Fig. 1: run 1, placed cells, one colour a class
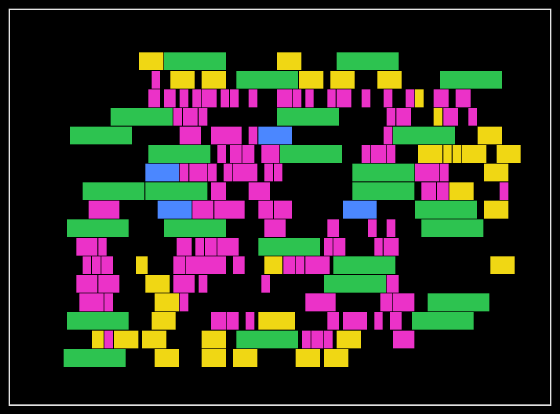
Fig. 2: run 1, floorplan with the power grid
Pins as bars on the die edge. Tap cells in grey.
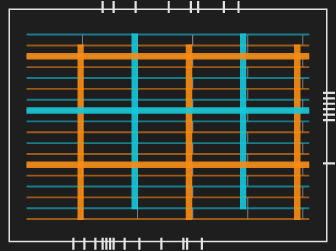
Fig. 3: run 1, signal wires by layer
Scale bar: 20 µm.
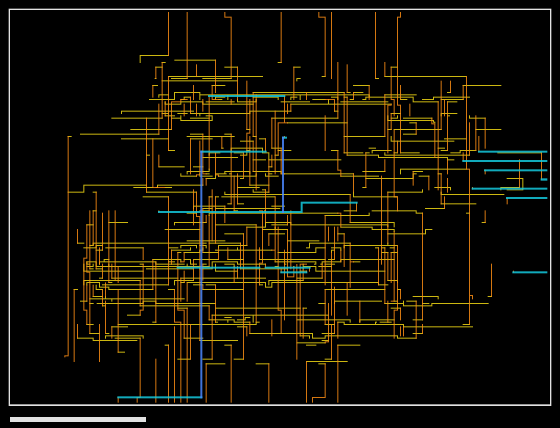
[src/rtl/apple_video_serializer_if.sv]
// Parallel video byte bus from the aux slot and the serial dot / line timing
// outputs toward the scan-converter.
interface apple_video_serializer_if #(
   parameter int HCOUNT_WIDTH = 10
);
   logic [7:0]              vid;
   logic                    ldps_n;
   logic                    vid7m;
   logic                    gr;
   logic                    sync_n;
   logic                    pix;
   logic                    active;
   logic [HCOUNT_WIDTH-1:0] hcount;
   logic                    line_start;
   logic                    underrun;

   modport master (
      output vid, ldps_n, vid7m, gr, sync_n,
      input  pix, active, hcount, line_start, underrun
   );

   modport slave (
      input  vid, ldps_n, vid7m, gr, sync_n,
      output pix, active, hcount, line_start, underrun
   );
endinterface

[src/rtl/apple_video_serializer.sv]
// IIe-style video shift register: parallel byte load, 7M/14M dot rate,
// hi-res half-dot delay, plus per-line dot position and underrun pulse.
module apple_video_serializer #(
   parameter int DOTS_PER_LOAD = 7,
   parameter int HCOUNT_WIDTH  = 10
) (
   input logic                      clk_14M,
   input logic                      reset_n,
   apple_video_serializer_if.slave  vif
);
   localparam int CW = $clog2(DOTS_PER_LOAD + 1);
   localparam logic [CW-1:0]           LOAD_CNT = CW'(DOTS_PER_LOAD);
   localparam logic [CW-1:0]           ONE_CNT  = CW'(1);
   localparam logic [HCOUNT_WIDTH-1:0] HC_MAX   = '1;

   logic [DOTS_PER_LOAD-1:0] r_shift;
   logic [CW-1:0]            r_cnt;
   logic                     r_phase;
   logic                     r_dly;
   logic                     r_pix_d1;
   logic                     r_underrun;
   logic                     r_active;
   logic                     r_line_start;
   logic [HCOUNT_WIDTH-1:0]  r_hcount;
   logic                     w_dot_en;
   logic                     w_rise;

   assign w_dot_en = ~vif.vid7m | r_phase;
   assign w_rise   = ~r_active & vif.sync_n;

   // r_cnt counts the dot on the output too: 1 means the byte is exhausted,
   // 0 means nothing has been loaded since reset, so no underrun is reported.
   always_ff @(posedge clk_14M or negedge reset_n) begin
      if (!reset_n) begin
         r_shift    <= '0;
         r_cnt      <= '0;
         r_phase    <= 1'b0;
         r_dly      <= 1'b0;
         r_pix_d1   <= 1'b0;
         r_underrun <= 1'b0;
      end else begin
         r_pix_d1   <= r_shift[0];
         r_underrun <= 1'b0;
         if (!vif.ldps_n) begin
            r_shift <= vif.vid[DOTS_PER_LOAD-1:0];
            r_cnt   <= LOAD_CNT;
            r_dly   <= vif.gr & vif.vid[7];
            r_phase <= 1'b0;
         end else begin
            r_phase <= ~r_phase;
            if (w_dot_en) begin
               r_shift <= {1'b0, r_shift[DOTS_PER_LOAD-1:1]};
               if (r_cnt > ONE_CNT)
                  r_cnt <= r_cnt - ONE_CNT;
               else if (r_cnt == ONE_CNT)
                  r_underrun <= r_active;
            end
         end
      end
   end

   // hcount only advances while the next cycle stays active, so it holds
   // the last active position through blanking.
   always_ff @(posedge clk_14M or negedge reset_n) begin
      if (!reset_n) begin
         r_active     <= 1'b0;
         r_line_start <= 1'b0;
         r_hcount     <= '0;
      end else begin
         r_active     <= vif.sync_n;
         r_line_start <= w_rise;
         if (w_rise)
            r_hcount <= '0;
         else if (r_active && vif.sync_n && r_hcount != HC_MAX)
            r_hcount <= r_hcount + 1'b1;
      end
   end

   assign vif.pix        = r_active & (r_dly ? r_pix_d1 : r_shift[0]);
   assign vif.active     = r_active;
   assign vif.hcount     = r_hcount;
   assign vif.line_start = r_line_start;
   assign vif.underrun   = r_underrun;
endmodule

[src/flat_wrapper.sv]
// flat-port wrapper written by rule: the top's interface ports become plain ports
module apple_video_serializer_flat 
#(
   parameter int DOTS_PER_LOAD = 7,
   parameter int HCOUNT_WIDTH  = 10
)
  (clk_14M, reset_n, vif_vid, vif_ldps_n, vif_vid7m, vif_gr, vif_sync_n, vif_pix, vif_active, vif_hcount, vif_line_start, vif_underrun);
  apple_video_serializer_if #(.HCOUNT_WIDTH(HCOUNT_WIDTH)) vif_i ();
  input logic clk_14M;
  input logic reset_n;
  input wire logic [$bits(vif_i.vid)-1:0] vif_vid;
  input wire logic [$bits(vif_i.ldps_n)-1:0] vif_ldps_n;
  input wire logic [$bits(vif_i.vid7m)-1:0] vif_vid7m;
  input wire logic [$bits(vif_i.gr)-1:0] vif_gr;
  input wire logic [$bits(vif_i.sync_n)-1:0] vif_sync_n;
  output wire logic [$bits(vif_i.pix)-1:0] vif_pix;
  output wire logic [$bits(vif_i.active)-1:0] vif_active;
  output wire logic [$bits(vif_i.hcount)-1:0] vif_hcount;
  output wire logic [$bits(vif_i.line_start)-1:0] vif_line_start;
  output wire logic [$bits(vif_i.underrun)-1:0] vif_underrun;
  assign vif_i.vid = vif_vid;
  assign vif_i.ldps_n = vif_ldps_n;
  assign vif_i.vid7m = vif_vid7m;
  assign vif_i.gr = vif_gr;
  assign vif_i.sync_n = vif_sync_n;
  assign vif_pix = vif_i.pix;
  assign vif_active = vif_i.active;
  assign vif_hcount = vif_i.hcount;
  assign vif_line_start = vif_i.line_start;
  assign vif_underrun = vif_i.underrun;
  apple_video_serializer #(.DOTS_PER_LOAD(DOTS_PER_LOAD), .HCOUNT_WIDTH(HCOUNT_WIDTH)) u_core (.clk_14M(clk_14M), .reset_n(reset_n), .vif(vif_i));
endmodule
[config.mk]
export PLATFORM = sky130hd
export DESIGN_NAME = apple_video_serializer_flat
export DESIGN_NICKNAME = d
export VERILOG_FILES = /design/src/rtl/apple_video_serializer_if.sv /design/src/rtl/apple_video_serializer.sv /design/src/flat_wrapper.sv
export SDC_FILE = /design/constraint.sdc
export NUM_CORES = 1
export LEC_CHECK = 0
export ABC_AREA = 0
export ABC_CLOCK_PERIOD_IN_PS = 2890
export CAP_MARGIN = 25
export CORE_ASPECT_RATIO = 0.7
export CORE_MARGIN = 4
export CORE_UTILIZATION = 36
export CTS_CLUSTER_DIAMETER = 80
export DETAILED_ROUTE_END_ITERATION = 12
export GPL_TIMING_DRIVEN = 0
export PLACE_DENSITY = 0.61
export SYNTH_ARGS = -nofsm -noshare
export SYNTH_HDL_FRONTEND = slang
export SYNTH_SLANG_ARGS = --single-unit
[constraint.sdc]
create_clock -name clk_14M -period 2.89 [get_ports clk_14M]
set_clock_uncertainty 0.1 [all_clocks]
set_input_delay 0.867 -clock clk_14M [delete_from_list [all_inputs] [get_ports clk_14M]]
set_output_delay 0.867 -clock clk_14M [all_outputs]
set_load 0.02 [all_outputs]
==> results_dict.tcl, run 1 <==
# flow metrics
set metrics [dict create \
    clkTransAtPathRegs_ps 90 \
    inv_count 5 \
    fillers 329 \
    cp-start-kind "flop" \
    slew_viol_final 0 \
    maxSlewHeadroom_pct 58.5 \
    buf_share_pct 19.0 \
    fp_nets 154 \
    worst_hold_startpoint "u_core.r_shift[0]" \
    grt_first_pass_wirelength_um 5040 \
    drt-total-wl_um 2920 \
    cts-root-buf "clkbuf_8" \
    drtIter0Drc 48 \
    path_cells "clkbuf_2 -> nor2b_1 -> clkdlybuf4s50_1" \
    htreeDepth 1 \
    place_congestion 0.789 \
    final-setup-viol-count 0 \
    drc 0 \
    fin_ws_ps 77.4 \
    ys_area_um2 1280 \
    hpwl_um 2190 \
    clockPowerShare_pct 28.2 \
    r2r_start "u_core.vif.hcount[0]" \
    hold_path_end "u_core.r_pix_d1" \
    synth_cells 137 \
    pg_comb_w 0.000173 \
    synth_flop_count 26 \
    yosysUniqueCellTypes 35 \
    flops 26 \
    ctsHoldBuffers 0 \
    outcome "completed" \
    post-place-ws_ps 98.8 \
    required_ps 1920 \
    fin_crit_ps 2810 \
    clkbuf_count 4 \
    wl_per_cell_um 13.6 \
    synth-edff-count 0 \
    largest_area_cell "dfrtp_1" \
    grt_pass1_vias 1056 \
    yosys.stat.seqShare_pct 50.9 \
    syn_area_per_cell_um2 9.32 \
    p_per_area_nw_per_um2 503 \
    comb_area_share_pct 34.2 \
    area_growth_syn_to_layout_pct 31.0 \
    warnings 27 \
    antenna_left 0 \
    maxCapViolCount 0 \
    antenna_cells 0 \
    hold_path_class "reg -> reg" \
]
-- Fig. 1 (at the start) --
legend:
  blue:
    class: clock drivers and dummy loads
    cells: 4
  green:
    class: registers
    cells: 26
  yellow:
    class: remaining buffers and delay cells
    cells: 35
  magenta:
    class: remaining logic cells
    cells: 103

-- Fig. 2 (at the start) --
legend:
  orange:
    net: VSS
  cyan:
    net: VDD
met1 rails: 18
rows: 17
met4 straps: 5

-- Fig. 3 (at the start) --
legend:
  orange:
    layer: M2
    wire_length: 1310 µm
  cyan:
    layer: M3
    wire_length: 138 µm
  blue:
    layer: M4
    wire_length: 46.9 µm
  yellow:
    layer: M1
    wire_length: 1430 µm

run 1: cells by family after synthesis:
group / synth area share (%)
AND-OR/OR-AND: 17.8
XOR/XNOR: 0.686
adder cells (fa/ha/maj): 2.94
buffers and inverters: 4.21
flip-flops: 50.9
multiplexers: 0.784
AND/OR/NAND/NOR: 22.6
run 1: metal layers:
metal / part of all wire [%] / track usage (%) / vias to the layer above
li1: - / - / 544
met1: 49 / 18.9 / 518
met2: 45 / 21.7 / 20
met3: 4.7 / 3.73 / 4
met4: 1.6 / 4.41 / 0
met5: 0 / 0 / -
run 1: metrics by stage:
step,cells,power (W),hold slack (ps),utilization [%]
after floorplan,137,0.000529,273,-
after detailed placement,212,0.000614,292,49.5
final,215,0.000842,313,51.1
after CTS,215,0.000853,313,51.1
after global routing,215,0.000890,325,51.1
after global placement,211,0.000606,290,49.0
==> run 2, diff against run 1 <==
--- a/config.mk
+++ b/config.mk
@@ -9,7 +9,6 @@
 export ABC_CLOCK_PERIOD_IN_PS = 2890
 export CAP_MARGIN = 25
 export CORE_ASPECT_RATIO = 0.7
-export CORE_MARGIN = 4
 export CORE_UTILIZATION = 36
 export CTS_CLUSTER_DIAMETER = 80
 export DETAILED_ROUTE_END_ITERATION = 12
Fig. 4: run 2, track usage over the die
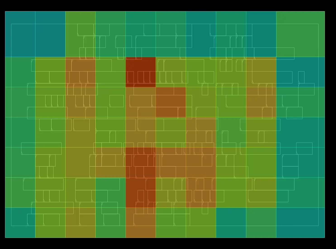
GR Util met1: 22.5%
post-layout util: 51.9%
Top Usage Layer GRT: met2

==> run 2 against run 1 <==
  * Critical path depth unchanged
  * Die size decreased by 17%
  * Worst hold slack improved by 1.6 ps
  * Synthesized cell count unchanged
  * Flip-flop count unchanged
  * Cell area increased by 0.82%
  * Area after synthesis unchanged
  * First-iteration DRC count increased by 25%
  * Combinational power about the same
  * Critical endpoint unchanged
  * Highest routed layer unchanged
==> results_dict.tcl, run 2 <==
# flow metrics
set metrics [dict create \
    fin_crit_ps 2710 \
    drt-total-wl_um 2730 \
    grt_first_pass_wirelength_um 4620 \
    syn_area_per_cell_um2 9.32 \
    fillers 293 \
    place_congestion 0.796 \
    drtIter0Drc 60 \
    maxSlewHeadroom_pct 69.0 \
    warnings 27 \
    synth-edff-count 0 \
    fp_nets 154 \
    antenna_cells 0 \
    highest_layer "met4" \
    synth_cells 137 \
    worst_hold_startpoint "u_core.r_shift[0]" \
    grt_util_met3_pct 4.07 \
    ctsHoldBuffers 0 \
    whs_ps 314 \
    path_cells "clkbuf_2 -> nor2b_1 -> clkdlybuf4s50_1" \
    required_ps 1920 \
    clockPowerShare_pct 28.0 \
    grt_pass1_vias 1000 \
    use_met2_pct 25.8 \
    ys_sh_adder_pct 2.94 \
    cts-root-buf "clkbuf_8" \
    hold_path_end "u_core.r_pix_d1" \
    pg_comb_w 0.000175 \
    htreeDepth 1 \
    largest_area_cell "dfrtp_1" \
    largest_register_ffs 10 \
    slew_viol_final 0 \
    ys_sh_simple_pct 22.6 \
    top_area_share_pct 50.9 \
    synth_flop_count 26 \
    maxCapViolCount 0 \
    r2r_start "u_core.vif.hcount[0]" \
    p_per_area_nw_per_um2 497 \
    wl_per_cell_um 12.7 \
    clkTransAtPathRegs_ps 90 \
    outcome "completed" \
    yosys.stat.seqShare_pct 50.9 \
    yosysUniqueCellTypes 35 \
]
Fig. 5: run 2, floorplan with the power grid
Pins as bars on the die edge. Tap cells in grey.
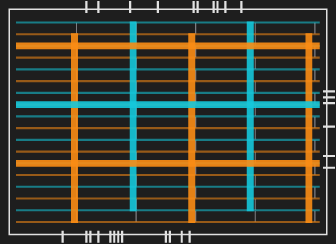
legend:
  cyan:
    net: VDD
  orange:
    net: VSS
met1 rails: 18
met5 straps: 3
met4 straps: 5
signal pins: 28
rows: 17

## run 2: layout make-up
| class | instances | area [µm²] | area share [%] |
|---|---|---|---|
| clock buffers | 4 | 55.1 | 3.26 |
| multi-input cells | 98 | 573 | 34.0 |
| flip-flops and latches | 26 | 652 | 38.6 |
| repair buffers | 28 | 298 | 17.6 |
| plain buffers | 7 | 32.5 | 1.93 |
| inverters | 5 | 18.8 | 1.11 |
| well taps | 47 | 58.8 | 3.48 |
## run 2: per-stage QoR
stage	worst slack, ps	total power (W)	std cells
6_report	184	0.000840	215
5_1_grt	79.5	0.000888	215
3_3_place_gp	108	0.000604	211
2_1_floorplan	602	0.000529	137
4_1_cts	99.5	0.000851	215
3_5_place_dp	121	0.000614	212
==> run 3, diff against run 2 <==
--- a/config.mk
+++ b/config.mk
@@ -9,11 +9,14 @@
 export ABC_CLOCK_PERIOD_IN_PS = 2890
 export CAP_MARGIN = 25
 export CORE_ASPECT_RATIO = 0.7
+export CORE_MARGIN = 4
 export CORE_UTILIZATION = 36
 export CTS_CLUSTER_DIAMETER = 80
 export DETAILED_ROUTE_END_ITERATION = 12
+export DONT_BUFFER_PORTS = 1
 export GPL_TIMING_DRIVEN = 0
-export PLACE_DENSITY = 0.61
+export PLACE_DENSITY = 0.51
+export SETUP_SLACK_MARGIN = 0.5
 export SYNTH_ARGS = -nofsm -noshare
 export SYNTH_HDL_FRONTEND = slang
 export SYNTH_SLANG_ARGS = --single-unit
Fig. 6: run 3, floorplan with the power grid
Pins as bars on the die edge. Tap cells in grey.
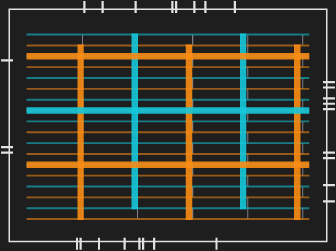
legend:
  cyan:
    net: VDD
  orange:
    net: VSS
tap cells: 47
met1 rails: 18
signal pins: 28
met4 straps: 5
met5 straps: 3
Die Wd: 79.2 µm
die height: 57.8 µm

==> run 3 against run 2 <==
  * Power fell by 7.3%
  * Flip-flop count did not move
  * Clock power fell by 2%
  * Sequential share of layout area rose by 7.8 points
  * Core utilization fell by 9.0 points
  * Cell count fell by 13%
  * Via count fell by 8.9%
  * Cell area fell by 17%
  * Worst setup slack improved by 400 ps
  * Fmax rose by 17%
  * Critical endpoint unchanged
==> results_dict.tcl, run 3 <==
# flow metrics
set metrics [dict create \
    outcome "completed" \
    drtIter0Drc 91 \
    syn_area_per_cell_um2 9.32 \
    ys_area_um2 1280 \
    maxSlewHeadroom_pct 70.1 \
    path_cells "clkbuf_2 -> buf_4 -> nor2b_4" \
    fillers 344 \
    synth_cells 137 \
    grt_first_pass_wirelength_um 4590 \
    ctsHoldBuffers 0 \
    final_cells 188 \
    area_growth_syn_to_layout_pct 9.99 \
    maxCapViolCount 0 \
    comb_cells 98 \
    place_congestion 0.692 \
    cp-start-kind "flop" \
    r2r_start "u_core.vif.hcount[0]" \
    met1_length_um 1390 \
    fin_ws_ps 585 \
    slew_viol_final 0 \
    htreeDepth 1 \
    dominant_cells "sequential cells" \
    use_met2_pct 17.1 \
    drt-total-wl_um 2710 \
    flops 26 \
    grt_use_met1_pct 18.8 \
    highest_layer "met4" \
    antenna_cells 0 \
    largest_area_cell "dfrtp_1" \
    whs_ps 181 \
    buf_share_pct 2.85 \
    pg_comb_w 0.0000967 \
    wl_met2_um 1170 \
    largest_register_ffs 10 \
    met3WireLength_um 140 \
    fin_crit_ps 2310 \
    buffers 8 \
    inv_count 5 \
    dp_cells 184 \
    antenna_left 0 \
    clockPowerShare_pct 29.6 \
    yosys.stat.seqShare_pct 50.9 \
    yosysUniqueCellTypes 35 \
    grt_pass1_vias 937 \
    hpwl_um 1980 \
    regArea_um2 652 \
    final-setup-viol-count 0 \
    synth_flop_count 26 \
    wl_per_cell_um 14.4 \
    hold_path_class "in -> async" \
]
Fig. 7: run 3, placed cells, one colour a class
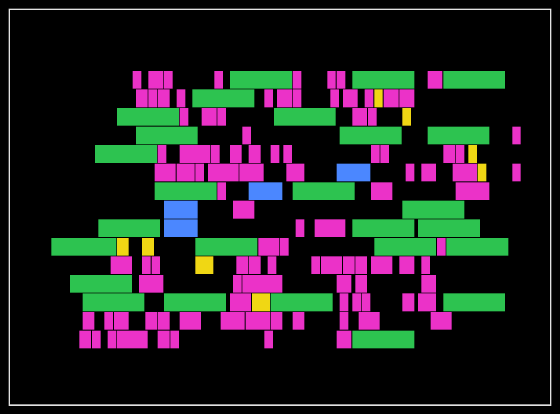
# rows: 17
Core ar.: 3280 µm²
post-route cell area: 1410 µm²

## run 3: cell count changes in the layout (fill, tap and decap cells not counted), sizes merged
cell and delta:
clkdlybuf4s50 -27
## run 3: logic make-up after synthesis
logic type | after synthesis | share of synthesized area, %
simple gates | 62 | 22.6
compound gates | 31 | 17.8
flops | 26 | 50.9
buf+inv | 13 | 4.21
fa+ha+maj | 3 | 2.94
xor+xnor | 1 | 0.686
mux | 1 | 0.784
## run 3: worst paths after layout
check | endpoint | slack, ps | cells after the start
setup reg to reg | u_core.vif.hcount[7] | 980 | 6
min in group clk_14M | u_core.r_pix_d1 | 320 | 0
setup / recovery | vif_pix | 580 | 3
hold / removal | u_core.vif.hcount[4] | 180 | 0
hold reg to reg | u_core.r_pix_d1 | 320 | 0
max in group asynchronous | u_core.vif.active | 2410 | 0
No activity file was given, so power comes from the tool's default toggle rates.
